Run 1, floorplan with the power grid:
Scale bar: 50 microns. Pins as bars on the die edge.
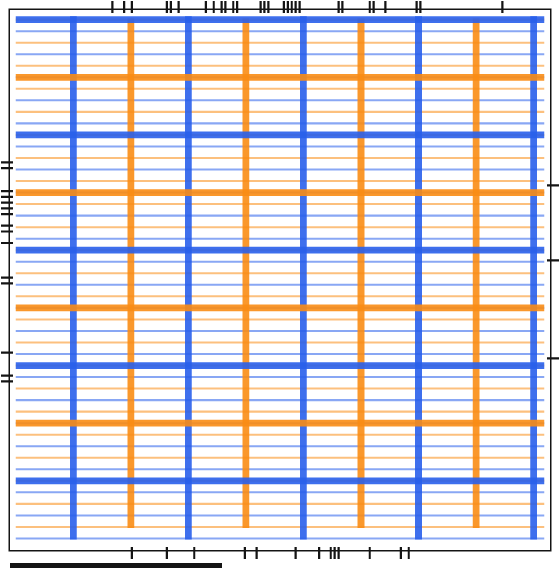
Run 1, placement by cell class:
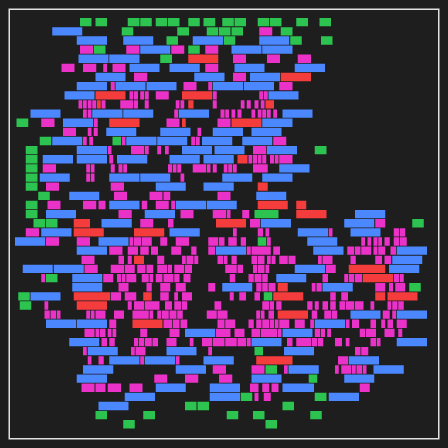
Run 1, clock distribution:
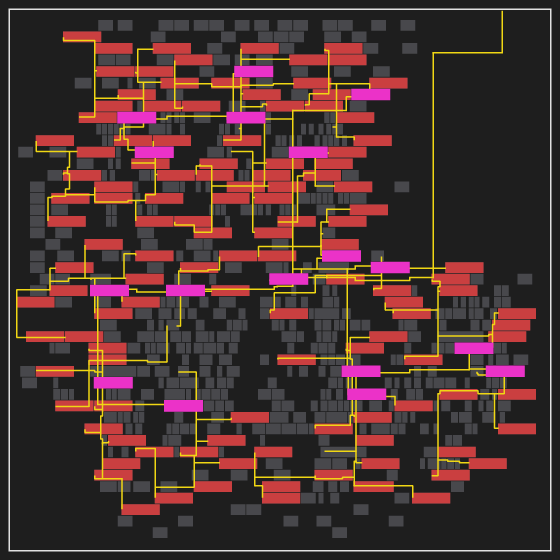
**src/rtl/imem_boot_loader.sv**
```systemverilog
// Byte-stream boot loader: assembles big-endian words from a valid/ready
// byte stream and writes them into instruction memory, then frees the CPU.
//
// Ports:
//   clk, rst            clock, asynchronous active-high reset
//   rx_data/valid/ready incoming byte handshake (transfer on valid & ready)
//   reload              pulse; restarts loading from DONE or ERROR
//   ins_we/addr/data    instruction-memory write port
//   cpu_rst             processor reset, high until the image is loaded
//   load_done/load_err  load completed / aborted
//
// Optional macro LOADER_CSUM_EN adds a trailing XOR checksum byte.
module imem_boot_loader #(
    parameter int ADDR_W         = 10,
    parameter int TIMEOUT_CYCLES = 1000000,
    parameter int TO_W           = 20
) (
    input  logic              clk,
    input  logic              rst,
    input  logic [7:0]        rx_data,
    input  logic              rx_valid,
    output logic              rx_ready,
    input  logic              reload,
    output logic              ins_we,
    output logic [ADDR_W-1:0] ins_addr,
    output logic [31:0]       ins_data,
    output logic              cpu_rst,
    output logic              load_done,
    output logic              load_err
);

    typedef enum logic [2:0] {
        S_IDLE, S_HDR_LO, S_DATA, S_CSUM, S_DONE, S_ERR
    } state_t;

    localparam logic [16:0]     MAX_N   = 17'(2 ** ADDR_W);
    localparam logic [TO_W-1:0] TO_LAST = TO_W'(TIMEOUT_CYCLES - 1);
`ifdef LOADER_CSUM_EN
    localparam state_t S_FIN = S_CSUM;
`else
    localparam state_t S_FIN = S_DONE;
`endif

    state_t            r_state;
    state_t            w_nx;
    logic [15:0]       r_cnt;
    // Only the three earlier bytes are kept; the fourth comes from rx_data.
    logic [23:0]       r_asm;
    logic [1:0]        r_bidx;
    logic [ADDR_W-1:0] r_widx;
    logic [TO_W-1:0]   r_to;
    logic              r_ins_we;
    logic [ADDR_W-1:0] r_ins_addr;
    logic [31:0]       r_ins_data;
    logic              r_cpu_rst;
    logic              r_done;
    logic              r_err;
`ifdef LOADER_CSUM_EN
    logic [7:0]        r_csum;
`endif

    logic        w_acc;
    logic        w_to_hit;
    logic        w_last_w;
    logic [15:0] w_count;
    logic [31:0] w_word;
    logic        w_done_nx;
    logic        w_err_nx;

    assign w_acc    = rx_valid & rx_ready;
    assign w_to_hit = (r_to == TO_LAST);
    assign w_count  = {r_cnt[15:8], rx_data};
    assign w_word   = {r_asm, rx_data};
    assign w_last_w = (16'(r_widx) == r_cnt - 16'd1);

    always_ff @(posedge clk or posedge rst) begin
        if (rst) r_state <= S_IDLE;
        else     r_state <= w_nx;
    end

    always_comb begin
        w_nx = r_state;
        unique case (r_state)
            S_IDLE: if (w_acc) w_nx = S_HDR_LO;
            S_HDR_LO: begin
                if (w_acc) begin
                    if ({1'b0, w_count} > MAX_N) w_nx = S_ERR;
                    else if (w_count == 16'd0)   w_nx = S_FIN;
                    else                         w_nx = S_DATA;
                end else if (w_to_hit) begin
                    w_nx = S_ERR;
                end
            end
            S_DATA: begin
                if (w_acc) begin
                    if (r_bidx == 2'd3 && w_last_w) w_nx = S_FIN;
                end else if (w_to_hit) begin
                    w_nx = S_ERR;
                end
            end
            S_CSUM: begin
`ifdef LOADER_CSUM_EN
                if (w_acc)
                    w_nx = (rx_data == r_csum) ? S_DONE : S_ERR;
                else if (w_to_hit)
                    w_nx = S_ERR;
`else
                w_nx = S_ERR;
`endif
            end
            S_DONE:  if (reload) w_nx = S_IDLE;
            S_ERR:   if (reload) w_nx = S_IDLE;
            default: w_nx = S_IDLE;
        endcase
    end

    // Done/err flags are registered one edge after DONE entry so that the
    // final write strobe has retired before cpu_rst is released.
    always_comb begin
        rx_ready  = 1'b0;
        w_done_nx = (r_state == S_DONE) && !reload;
        w_err_nx  = (w_nx == S_ERR);
        if (!rst)
            rx_ready = (r_state == S_IDLE) || (r_state == S_HDR_LO) ||
                       (r_state == S_DATA) || (r_state == S_CSUM);
    end

    always_ff @(posedge clk or posedge rst) begin
        if (rst) begin
            r_cnt      <= '0;
            r_asm      <= '0;
            r_bidx     <= '0;
            r_widx     <= '0;
            r_to       <= '0;
            r_ins_we   <= 1'b0;
            r_ins_addr <= '0;
            r_ins_data <= '0;
            r_cpu_rst  <= 1'b1;
            r_done     <= 1'b0;
            r_err      <= 1'b0;
`ifdef LOADER_CSUM_EN
            r_csum     <= '0;
`endif
        end else begin
            r_ins_we  <= 1'b0;
            r_done    <= w_done_nx;
            r_err     <= w_err_nx;
            r_cpu_rst <= !w_done_nx;
            unique case (r_state)
                S_IDLE: begin
                    r_to   <= '0;
                    r_bidx <= '0;
                    r_widx <= '0;
`ifdef LOADER_CSUM_EN
                    r_csum <= '0;
`endif
                    if (w_acc) r_cnt[15:8] <= rx_data;
                end
                S_HDR_LO: begin
                    if (w_acc) begin
                        r_cnt[7:0] <= rx_data;
                        r_to       <= '0;
                        r_bidx     <= '0;
                        r_widx     <= '0;
                    end else begin
                        r_to <= r_to + 1'b1;
                    end
                end
                S_DATA: begin
                    if (w_acc) begin
                        r_asm  <= w_word[23:0];
                        r_bidx <= r_bidx + 2'd1;
                        r_to   <= '0;
`ifdef LOADER_CSUM_EN
                        r_csum <= r_csum ^ rx_data;
`endif
                        if (r_bidx == 2'd3) begin
                            r_ins_we   <= 1'b1;
                            r_ins_addr <= r_widx;
                            r_ins_data <= w_word;
                            r_widx     <= r_widx + 1'b1;
                        end
                    end else begin
                        r_to <= r_to + 1'b1;
                    end
                end
                S_CSUM: begin
                    if (w_acc) r_to <= '0;
                    else       r_to <= r_to + 1'b1;
                end
                S_DONE, S_ERR: begin
                    if (reload) begin
                        r_bidx <= '0;
                        r_widx <= '0;
                        r_to   <= '0;
                    end
                end
                default: ;
            endcase
        end
    end

    assign ins_we    = r_ins_we;
    assign ins_addr  = r_ins_addr;
    assign ins_data  = r_ins_data;
    assign cpu_rst   = r_cpu_rst;
    assign load_done = r_done;
    assign load_err  = r_err;

endmodule

```
**config.mk**
```make
export PLATFORM = sky130hd
export DESIGN_NAME = imem_boot_loader
export DESIGN_NICKNAME = d
export VERILOG_FILES = /design/src/rtl/imem_boot_loader.sv
export SDC_FILE = /design/constraint.sdc
export NUM_CORES = 1
export LEC_CHECK = 0
export ABC_CLOCK_PERIOD_IN_PS = 4800
export CAP_MARGIN = 20
export CORE_MARGIN = 1
export CORE_UTILIZATION = 35
export CTS_CLUSTER_DIAMETER = 30
export DETAILED_ROUTE_END_ITERATION = 16
export SYNTH_ARGS = -nofsm -noshare
export SYNTH_HDL_FRONTEND = slang
export SYNTH_SLANG_ARGS = --single-unit
export TNS_END_PERCENT = 100
```
**constraint.sdc**
```tcl
create_clock -name clk -period 4.8 [get_ports clk]
set_input_delay 0.72 -clock clk [delete_from_list [all_inputs] [get_ports clk]]
set_output_delay 0.72 -clock clk [all_outputs]
set_load 0.01 [all_outputs]
```
==> results_slide.txt, run 1 <==
Physical Implementation Snapshot

Power
  – Pwr dens: 467 nW/um^2
  – Pleak: 0.00313 uW
  – Net Switching: 974 uW
  – Flop pwr share: 40.0%
  – Tot Pwr: 3240 uW
  – Gate power share: 19.7%
  – Clock net power: between 1000 and 1500 uW
  – Pint: 2270 uW
  – Combinational power: 639 uW

Cells and area
  – Commonest Layout Cell: dfrtp_1
  – Max reg flops: 32
  – ClkCell Share: between 8 and 9%
  – Register Area: 3030 sq um
  – Non-filler instance count after layout: 809
  – Fraction of area in multi-input gates: 33.9%
  – Layout cell share with drive strength beyond 1: between 10% and 20%
  – Fill count: approximately 1400
  – Nonclk buf count: between 60 and 70
  – Top Layout Cells: dfrtp_1 (120), nand2_1 (96), clkdlybuf4s50_1 (58)
  – Mi-comb count: 369
  – Layout clock buffers: 20
  – Buffering overhead: 9.19%
  – Flip-flops: 121
  – Top class by area: registers
  – Comb gate area: about 2400 sq um
  – Inverters excl. clock: 12

Yosys
  – Dominant flop cell: dfrtp_1
  – Mapped Area: 5500 sq um
  – Syn nets: about 540
  – Yosys chip area: around 5500 sq um
  – Async SR Flop Fraction: 100%
  – Fa+ha+maj area frac: less than 1%
  – Post-Syn Instances: 520
  – Number of enable flip-flop cells: 0
  – Yosys cell count: 520
  – Post-synth seq share: 55.0%
  – Simple-Gate Fraction of Synth Area: between 10% and 20%
  – Synth top cells by count: dfrtp_1 (120), nand2_1 (97), mux2_2 (54)
  – Synth area leader: dfrtp_1
  – Top cell type's share of synthesized area: 54.6%
  – Synth cell types: 47
  – Top cells by area: dfrtp_1 (55%), mux2_2 (11%), nand2_1 (6.6%), xnor2_1 (3.5%), nor2_1 (2.7%)

Critical path
  – Crit start category: input port
  – Critical Path Max Stage Delay: 0.50 ns
  – Slowest cell on the critical path: clkdlybuf4s50_1
  – Crit path DRT: 5.09 ns
  – Setup crit end kind: flip-flop
  – Crit path depth: 8
  – Worst Setup SP: rst
  – Register-to-register setup slack: roughly 2.5 ns
  – Critical Path AT: 3.08 ns
  – Worst-path maximum fanout: 30
  – Crit path to: ins_data[2]
  – CP Class: input port to flip-flop

Global route
  – First-pass GRT wire length: 19.8 mm
  – Global route overflow: 0
  – Tot GR Track Use: approximately 16%
  – GRT busiest layer: met2
  – GR Util met1: roughly a fifth
  – Met3 usage: under 10%
  – Initial antenna violation count: 0

Clock network
  – H-tree depth: 4
  – CTS root buffer: clkbuf_16
  – Clk sinks: about 120
  – Clock transition at the registers of the reported paths: approximately 0.06 ns
  – CTS Buf Count: 17
  – Setup bufs post-CTS: 0

Final timing
  – Setup-failing EPs final: 0
  – Final worst setup slack: 2.01 ns
  – Hold slack: between 0.4 and 0.5 ns
  – Fmax achieved: 0.359 GHz
  – Slew @ Worst Pin: 0.992 ns
  – Final hold viol count: 0
  – Worst slew margin: 33.7%
  – Minimum clock period: 2.79 ns
  – Slew Viols, Final: 0
  – TNS Setup: 0 ns
  – Final Cycle Share: between 50 and 60%

Floorplanning
  – Core Util at FP: 36.1%
  – Well-Tap Cells: around 210
  – Chip area: 16200 sq um
  – Io pins: 59

Routing
  – Met2 wire length: 6.04 mm
  – DRT iter0 DRCs: about 280
  – First-pass DRT Iterations: 4
  – Top sig layer: met4
  – Via count: about 4000
  – DRC errors left: 0
  – Met1 WL: 5.14 mm
  – WL met3: 469 microns
  – Avg Vias per Cell: 4.98
  – Wire per inst: 14.6 microns

Place
  – Dpl cells: 775
  – Final Wtd Congestion: just under 0.9
  – Cell Area, Placed: 6310 sq um
  – Detailed placement HPWL: between 8 and 9 mm

Worst hold path
  – Hold Path Class: flip-flop to flip-flop
  – Min-Delay Path Depth: 2
  – Worst hold path startpoint: r_asm[23]
  – Hold Path End: r_asm[23]

Run status
  – Status: completed

Job
  – Max-Cap Viols: 0
Notes on 'floorplan with the power grid' above:
VSS -> blue
VDD -> orange
rows = 45
met5 straps = 9
met4 straps = 9
signal pins = 59
Placeable Area: 15300 sq um
chip height: 127 microns
Worst VDD drop: 0.276 mV
die width: 127 microns

Notes on 'placement by cell class' above:
remaining logic cells -> magenta  # cells 381
remaining buffers and delay cells -> green  # cells 64
clock drivers and dummy loads -> red  # cells 32
sequential cells -> blue  # cells 121
Rows: 45
sequential share of cell area: 43.6%
post-route cell area: 6940 sq um
Final Util: 45.5%

Notes on 'clock distribution' above:
flip-flops -> red  # count 121
clock-net drivers -> magenta  # count 17
clock wires -> yellow  # length 1600 microns
flops lie = spread over the die
Final Skew: 0.00719 ns
clk_lat worst skew: 0.41 ns
clock share of power: 40.3%

Run 1, metal layers overlaid:
Scale bar: 50 microns.
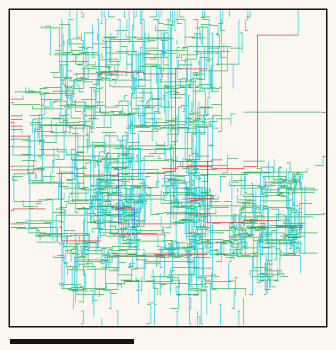

==> run 2: changes to the inputs <==
- ABC_CLOCK_PERIOD_IN_PS: 4800 -> 2600
- clock period: 4.8 -> 2.6 ns (I/O delays scaled with it)
Run 2, metal layers overlaid:
Scale bar: 50 microns.
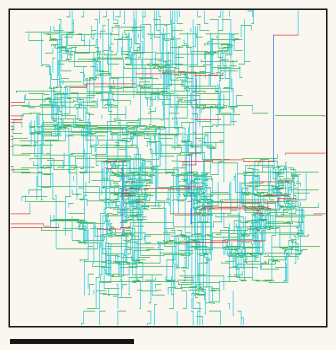
M1 -> green  # wire length 5580 microns
M4 -> blue  # wire length 141 microns
M3 -> red  # wire length 465 microns
M2 -> cyan  # wire length 5950 microns
wire per inst: 14.8 microns
Routed WL: 12.1 mm
Tot GR Track Use: 16.4%

Run 2, placement by cell class:
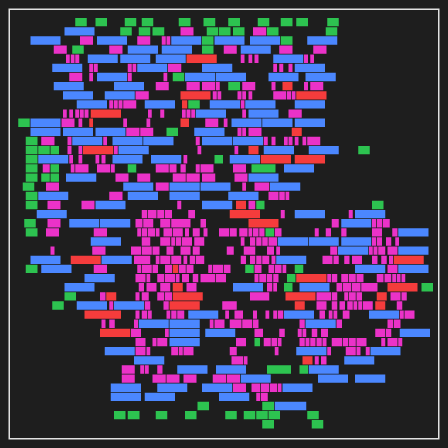
post-route cell area: 6990 sq um
sequential share of cell area: 43.3%
Final Util: 45.8%

==> run 2 against run 1 <==
Against the previous run: count of clock-buffer cells in the layout shrank 2; largest cell class unchanged; largest power group is now registers; global-route usage rose by 0.71 points; worst setup slack worse by 1.7 ns.
==> results_slide.txt, run 2 <==
Physical Implementation Snapshot

Critical path
  – Setup crit end kind: flip-flop
  – Worst-path maximum fanout: 6 (-80%)
  – Register-to-register setup slack: 0.29 ns (-2.17 ns)
  – Worst Setup SP: r_cnt[0]
  – Crit path to: r_state[1]
  – Critical Path Max Stage Delay: 0.45 ns (-0.05 ns)
  – Critical Path AT: 2.58 ns (-0.50 ns)
  – CP Class: flip-flop to flip-flop

Floorplanning
  – Rows: 45 (unchanged)
  – Chip height: 127 microns (unchanged)
  – Chip area: 16200 sq um (unchanged)
  – Well-Tap Cells: 211 (unchanged)
  – Placeable Area: 15300 sq um (unchanged)
  – Die width: 127 microns (unchanged)

Place
  – Cell Area, Placed: 6420 sq um (+1.7%)
  – Detailed placement HPWL: 8.29 mm (+2.2%)
  – Final Wtd Congestion: 0.908 (+3.6%)
  – Dpl cells: 786 (+1.4%)

Global route
  – Global route overflow: 0 (unchanged)
  – GRT busiest layer: met2
  – GR Util met1: 21.4% (+2.1 points)
  – Initial antenna violation count: 0 (unchanged)
  – First-pass GRT wire length: 20.8 mm (+4.6%)
  – Met3 usage: 4.40% (-0.38 points)

Final timing
  – Final hold viol count: 0 (unchanged)
  – Worst slew margin: 59.0% (+25 points)
  – Hold slack: 0.372 ns (-0.0974 ns)
  – Final Skew: 0.0119 ns (+0.00467 ns)
  – TNS Setup: 0 ns (unchanged)
  – Final worst setup slack: 0.289 ns (-1.73 ns)
  – Final Cycle Share: 88.9%
  – Fmax achieved: 0.433 GHz
  – Minimum clock period: approximately 2.3 ns
  – Slew @ Worst Pin: 0.610 ns (-0.382 ns)

Power
  – Combinational power: 1210 uW (+89%)
  – Net Switching: 1850 uW (+90%)
  – Pleak: 0.00316 uW (+1.1%)
  – Flop pwr share: 41.0% (+1.0 points)
  – Pwr dens: 836 nW/um^2 (+79%)
  – Pint: 3990 uW (+76%)
  – Tot Pwr: 5850 uW (+80%)
  – Clock net power: 2240 uW (+71%)
  – Clock share of power: 38.4% (-1.9 points)

Routing
  – Antenna Nets Post-Route: 0
  – WL met3: 465 microns (-0.85%)
  – Top sig layer: met4
  – Avg Vias per Cell: 4.94 (-0.66%)
  – Via count: 4049 (+0.57%)
  – Met2 wire length: 5.95 mm (-1.4%)
  – DRT iter0 DRCs: 280 (unchanged)

Yosys
  – Mapped Area: 5500 sq um (unchanged)
  – Async SR Flop Fraction: 100% (unchanged)
  – Synth area leader: dfrtp_1
  – Yosys chip area: 5500 sq um (unchanged)
  – Synth cell types: 47 (unchanged)
  – Post-Syn Instances: 520 (unchanged)
  – Dominant flop cell: dfrtp_1
  – Syn nets: 536 (unchanged)
  – Synth top cells by count: dfrtp_1 (120), nand2_1 (97), mux2_2 (54)
  – Simple-Gate Fraction of Synth Area: 18.8% (unchanged)
  – Number of enable flip-flop cells: 0 (unchanged)

Cells and area
  – Layout clock buffers: 18 (-10%)
  – Comb gate area: 2360 sq um (+0.27%)
  – Buffering overhead: 10.3% (+1.2 points)
  – Nonclk buf count: 74 (+16%)
  – Top Layout Cells: dfrtp_1 (120), nand2_1 (96), clkdlybuf4s50_1 (58)
  – Top class by area: registers
  – Commonest Layout Cell: dfrtp_1
  – Layout cell share with drive strength beyond 1: 18.4% (+1.5 points)
  – Max reg flops: 32 (unchanged)
  – ClkCell Share: 8.07% (-0.70 points)
  – Flip-flops: 121 (unchanged)
  – Inverters excl. clock: 12 (unchanged)
  – Fraction of area in multi-input gates: 33.8% (-0.14 points)
  – Mi-comb count: 369 (unchanged)
  – Non-filler instance count after layout: 819 (+1.2%)

Run status
  – Status: completed

Clock network
  – CTS Buf Count: 17 (unchanged)
  – Clk_lat worst skew: 0.42 ns (about the same)
  – Setup bufs post-CTS: 0 (unchanged)
  – CTS root buffer: clkbuf_16
  – H-tree depth: 4 (unchanged)

Worst hold path
  – Hold Path Class: input port to async pin
Run 2, floorplan with the power grid:
Scale bar: 50 microns. Pins as bars on the die edge.
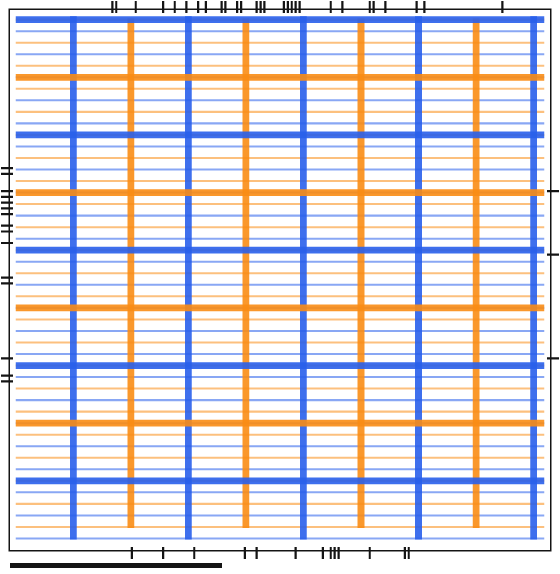
VDD -> orange
VSS -> blue
met4 straps = 9
met5 straps = 9
signal pins = 59
rows = 45
Worst VDD drop: 0.574 mV

Power and IR drop assume default switching activity.
